[config.mk]
export PLATFORM = sky130hd
export DESIGN_NAME = pwm_duty_ramp
export DESIGN_NICKNAME = d
export VERILOG_FILES = /design/src/rtl/pwm_duty_ramp.sv
export SDC_FILE = /design/constraint.sdc
export NUM_CORES = 1
export LEC_CHECK = 0
export CORE_UTILIZATION = 40
export CTS_CLUSTER_DIAMETER = 100
export CTS_CLUSTER_SIZE = 14
export DETAILED_ROUTE_END_ITERATION = 8
export MAX_ROUTING_LAYER = met4
export PLACE_DENSITY = 0.6
export REMOVE_ABC_BUFFERS = 1
export SYNTH_ARGS = -nofsm -noshare
export SYNTH_HDL_FRONTEND = slang
export SYNTH_SLANG_ARGS = --single-unit
[constraint.sdc]
create_clock -name clk -period 10.3 [get_ports clk]
set_clock_uncertainty 0.2 [all_clocks]
set_input_delay 1.545 -clock clk [delete_from_list [all_inputs] [get_ports clk]]
set_output_delay 1.545 -clock clk [all_outputs]
set_load 0.005 [all_outputs]
[src/rtl/pwm_duty_ramp.sv]
// Duty-cycle slew stage ahead of the 8-bit PWM: accepts a target duty and steps dout toward it at PWM period boundaries.
// Optional: define PWM_DUTY_RAMP_RETARGET_EN to accept new targets while ramping.
module pwm_duty_ramp #(
    parameter int unsigned STEP             = 16,
    parameter int unsigned PERIODS_PER_STEP = 1
) (
    input  logic       clk,
    input  logic       rst,
    input  logic [7:0] tgt_din,
    input  logic       tgt_valid,
    output logic       tgt_ready,
    output logic [7:0] dout,
    output logic       period_start,
    output logic       at_target
);

    localparam int unsigned DW       = 8;
    localparam int unsigned DIVW     = 16;
    localparam logic [DW-1:0]   STEP_W   = DW'(STEP);
    localparam logic [DIVW-1:0] DIV_LAST = DIVW'(PERIODS_PER_STEP - 1);

    typedef enum logic {IDLE, RAMP} state_t;

    state_t          r_state, w_state_nx;
    logic [DW-1:0]   r_cnt;
    logic [DIVW-1:0] r_div, w_div_nx;
    logic [DW-1:0]   r_target, w_target_nx;
    logic [DW-1:0]   r_dout, w_dout_nx;

    logic            w_wrap, w_xfer, w_step;
    logic [DW-1:0]   w_goal, w_up_val, w_dn_val, w_step_val;
    logic [DW:0]     w_up_sum;
    logic signed [DW:0] w_dn_diff;

    assign w_wrap = (r_cnt == 8'hFF);
    assign w_xfer = tgt_valid && tgt_ready;
    assign w_step = w_wrap && (r_state == RAMP) && (r_div == DIV_LAST);
    // A target accepted on a step edge steers that same step.
    assign w_goal = w_xfer ? tgt_din : r_target;

    // Saturating step toward w_goal; widened by one bit so it cannot wrap.
    assign w_up_sum   = {1'b0, r_dout} + {1'b0, STEP_W};
    assign w_dn_diff  = $signed({1'b0, r_dout}) - $signed({1'b0, STEP_W});
    assign w_up_val   = (w_up_sum >= {1'b0, w_goal}) ? w_goal : w_up_sum[DW-1:0];
    assign w_dn_val   = (w_dn_diff <= $signed({1'b0, w_goal})) ? w_goal : w_dn_diff[DW-1:0];
    assign w_step_val = (r_dout < w_goal) ? w_up_val :
                        (r_dout > w_goal) ? w_dn_val : r_dout;

`ifdef PWM_DUTY_RAMP_RETARGET_EN
    assign tgt_ready = 1'b1;
`else
    assign tgt_ready = (r_state == IDLE);
`endif

    assign dout         = r_dout;
    assign period_start = w_wrap;
    assign at_target    = (r_state == IDLE) && (r_dout == r_target);

    always_ff @(posedge clk or posedge rst) begin
        if (rst) begin
            r_state  <= IDLE;
            r_cnt    <= '0;
            r_div    <= '0;
            r_target <= '0;
            r_dout   <= '0;
        end else begin
            r_state  <= w_state_nx;
            r_cnt    <= DW'(r_cnt + 8'd1);
            r_div    <= w_div_nx;
            r_target <= w_target_nx;
            r_dout   <= w_dout_nx;
        end
    end

    always_comb begin
        w_state_nx  = r_state;
        w_div_nx    = r_div;
        w_target_nx = r_target;
        w_dout_nx   = r_dout;

        if (w_xfer) w_target_nx = tgt_din;

        case (r_state)
            IDLE: begin
                if (w_xfer && (tgt_din != r_dout)) begin
                    w_state_nx = RAMP;
                    w_div_nx   = '0;
                end
            end
            RAMP: begin
                if (w_wrap) w_div_nx = w_step ? '0 : DIVW'(r_div + 16'd1);
                if (w_step) w_dout_nx = w_step_val;
                // Finish when the step lands on the goal, or a retarget already matches dout.
                if (w_step ? (w_step_val == w_goal) : (w_goal == r_dout))
                    w_state_nx = IDLE;
            end
            default: w_state_nx = IDLE;
        endcase
    end

endmodule

Port wiring:
Scale: 4 px per um.
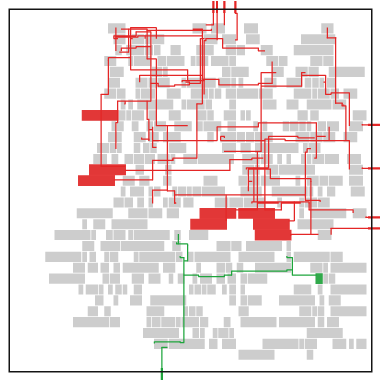
[`period_start`] green | bits: 1 | direction: output | end cells: 1 | buffers: 1 | wire: 89.3 um
[`dout`] red | bits: 8 | direction: output | end cells: 8 | buffers: 8 | wire: 959 um
# IOs: 22
# port buffers: 21

Placement by cell class:
Scale: 3 px per um.
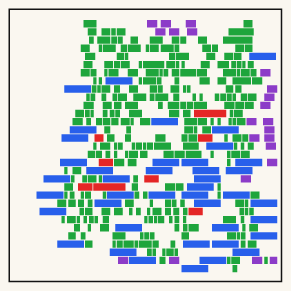
[registers] blue | cells: 41 | share of their area: 30%
[remaining logic cells] green | cells: 288 | share of their area: 59%
[remaining buffers and delay cells] purple | cells: 22 | share of their area: 6.4%
[clock drivers and dummy loads] red | cells: 8 | share of their area: 4.0%
sequential cell area share: 0.2909
fin util: 0.4761

Clock nets:
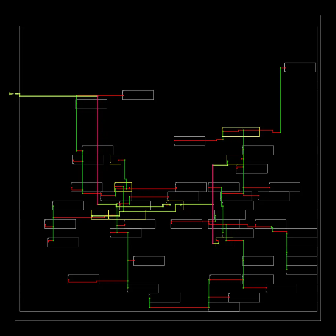
CLK BUF: 5
CTS buffer count: 5
flip-flops: 41
clock distribution power: 0.159 mW
# clock sinks: 41

Clock distribution:
Scale: 4 px per um.
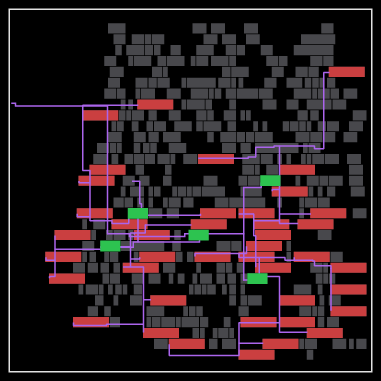
[flip-flops] red | count: 41
[clock wires] purple | length: 601 um
[clock-net drivers] green | count: 5
routed clock nets: 6
clk_lat worst skew: 300 ps
Clk pwr share: 0.218

Signal wires on met3:
Scale: 4 px per um. Cells faint in the background.
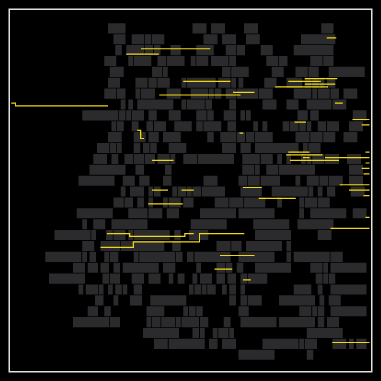
wire length on this layer: 321 um
nets with wire on the layer: 37
main direction: horizontal
DRT Wirelength: 7481 um
DR vias: 2,575
met3 Usage GRT: 0.03704

==> impl_metrics.json <==
{
  "status": "finished clean",
  "compound_area_frac": 0.1634,
  "p_seq_mw": 0.217,
  "num_rows": 31,
  "non_clock_buffer_count": 22,
  "grt_use_met1": 0.2623,
  "layout.cells.non_filler": 458,
  "crit_required_ps": 10290,
  "crit_buf_inv": 1,
  "clockRootBuffer": "clkbuf_8",
  "crit_fanout": 11,
  "min_from": "r_cnt[4]",
  "rr_startpoint": "r_state",
  "pwr-share-comb": 0.484,
  "seqPwrFrac": 0.298,
  "synth_flops": 41,
  "path_clk_slew_ps": 90,
  "wl_per_cell_um": 16.33,
  "post_dp_cell_area_um2": 3390,
  "regMostFlops": "r_div",
  "syn_to_final_growth_pct": 13.17,
  "simple_gate_area_frac": 0.2156,
  "r2r_slack_ps": 5900,
  "layout_top_cells": "41 x dfrtp_1, 30 x xnor2_1, 28 x nand2_1",
  "warning_count": 28,
  "flop_cell": "dfrtp_1",
  "path_depth": 11,
  "holdBufCountCts": 0,
  "finalClockPeriodUsage": 0.5399,
  "setup.worst_path.start_class": "primary input",
  "power_density_nw_per_um2": 207.0,
  "holdCritPathClass": "register to register",
  "dp_slack_ps": 4501,
  "crit_type": "primary input to register",
  "wl_met2_um": 3454,
  "gr-usage-all-layers": 0.1972,
  "synth_top_area_share": 0.3292,
  "grt_max_degree": 42,
  "num-nonclk-inverters": 25,
  "crit_path_start": "tgt_valid",
  "hold_viol": 0,
  "n_tap_cell": 99,
  "drive_gt1_frac": 0.06128,
  "initCoreUtil": 0.4207,
  "period_minus_slack_ps": 5561,
  "ys_cells": 344,
  "grt_pass1_vias": 2503,
  "num-multi-input-gates": 263,
  "bufAreaShareNonClock": 0.06172,
  "die_w_um": 90.27,
  "lay_top_count": "dfrtp_1",
  "top_layer": "met4",
  "yosysMostFrequentCell": "dfrtp_1",
  "final_area_um2": 3527,
  "viasPerCell": 5.622,
  "cts-resized-gates": 0,
  "setup.worst_path.end_class": "register",
  "r2r-end": "dout[0]",
  "xor_share": 0.1124,
  "dp_hpwl_um": 5498,
  "worst-endpoint-arrival_ps": 5550,
  "globalRouteMet2Util": 0.3073,
  "ys_types": 58,
  "die_h_um": 90.27,
  "synthArstFlopShare": 1.000,
  "grt_first_pass_wirelength_um": 12500,
  "avgSynthCellArea_um2": 9.060,
  "max_stage_delay_ps": 650,
  "cts_setup_buffers": 0,
  "swShare": 0.4049,
  "topCombFamilyByArea": "simple AND/OR/NAND/NOR gates",
  "met1_length_um": 3605,
  "ant_nets": 0,
  "clock_cell_area_share": 0.03902,
  "antenna_found_initial": 0,
  "pg_comb_mw": 0.354,
  "final-setup-viol-count": 0,
  "fin_nets": 387,
  "slew_headroom": 0.4237,
  "wl_met3_um": 320,
  "flop_area_um2": 1026,
  "cts_tree": "yes",
  "power_mw": 0.7303,
  "nFillCells": 726,
  "place_inst": 450,
  "logic_area_um2": 1928,
  "path_cells": "clkdlybuf4s50_1 > nor2b_1 > mux2i_1 > ha_1 > a21o_1 > maj3_1 > maj3_2 > a21oi_1 > nor3_2 > o21ai_4 > mux2_4",
  "synth_adder_area_share": 0.07908,
  "htreeDepth": 2,
  "maxPowerGroup": "combinational logic",
  "min_path_cells": 1,
  "core_area_um2": 7408,
  "yosys_warnings": 0,
  "common_cells": "41 x dfrtp_1, 30 x xnor2_1, 28 x nand2_1",
  "mux_share": 0.04817,
  "intPower_mw": 0.4346,
  "dieArea_um2": 8149,
  "path_delay_family": "AND-OR/OR-AND gates",
  "ys_seq_frac": 0.3292,
  "rr_worst_depth": 10,
  "maxCapViolCount": 0,
  "ir_worst_vdd_mv": 0.07495,
  "switching_power_mw": 0.2957,
  "largest_class": "multi-input combinational cells",
  "synth_area_um2": 3117
}
Power figures rest on the tool's default switching activity, not on a simulated workload.
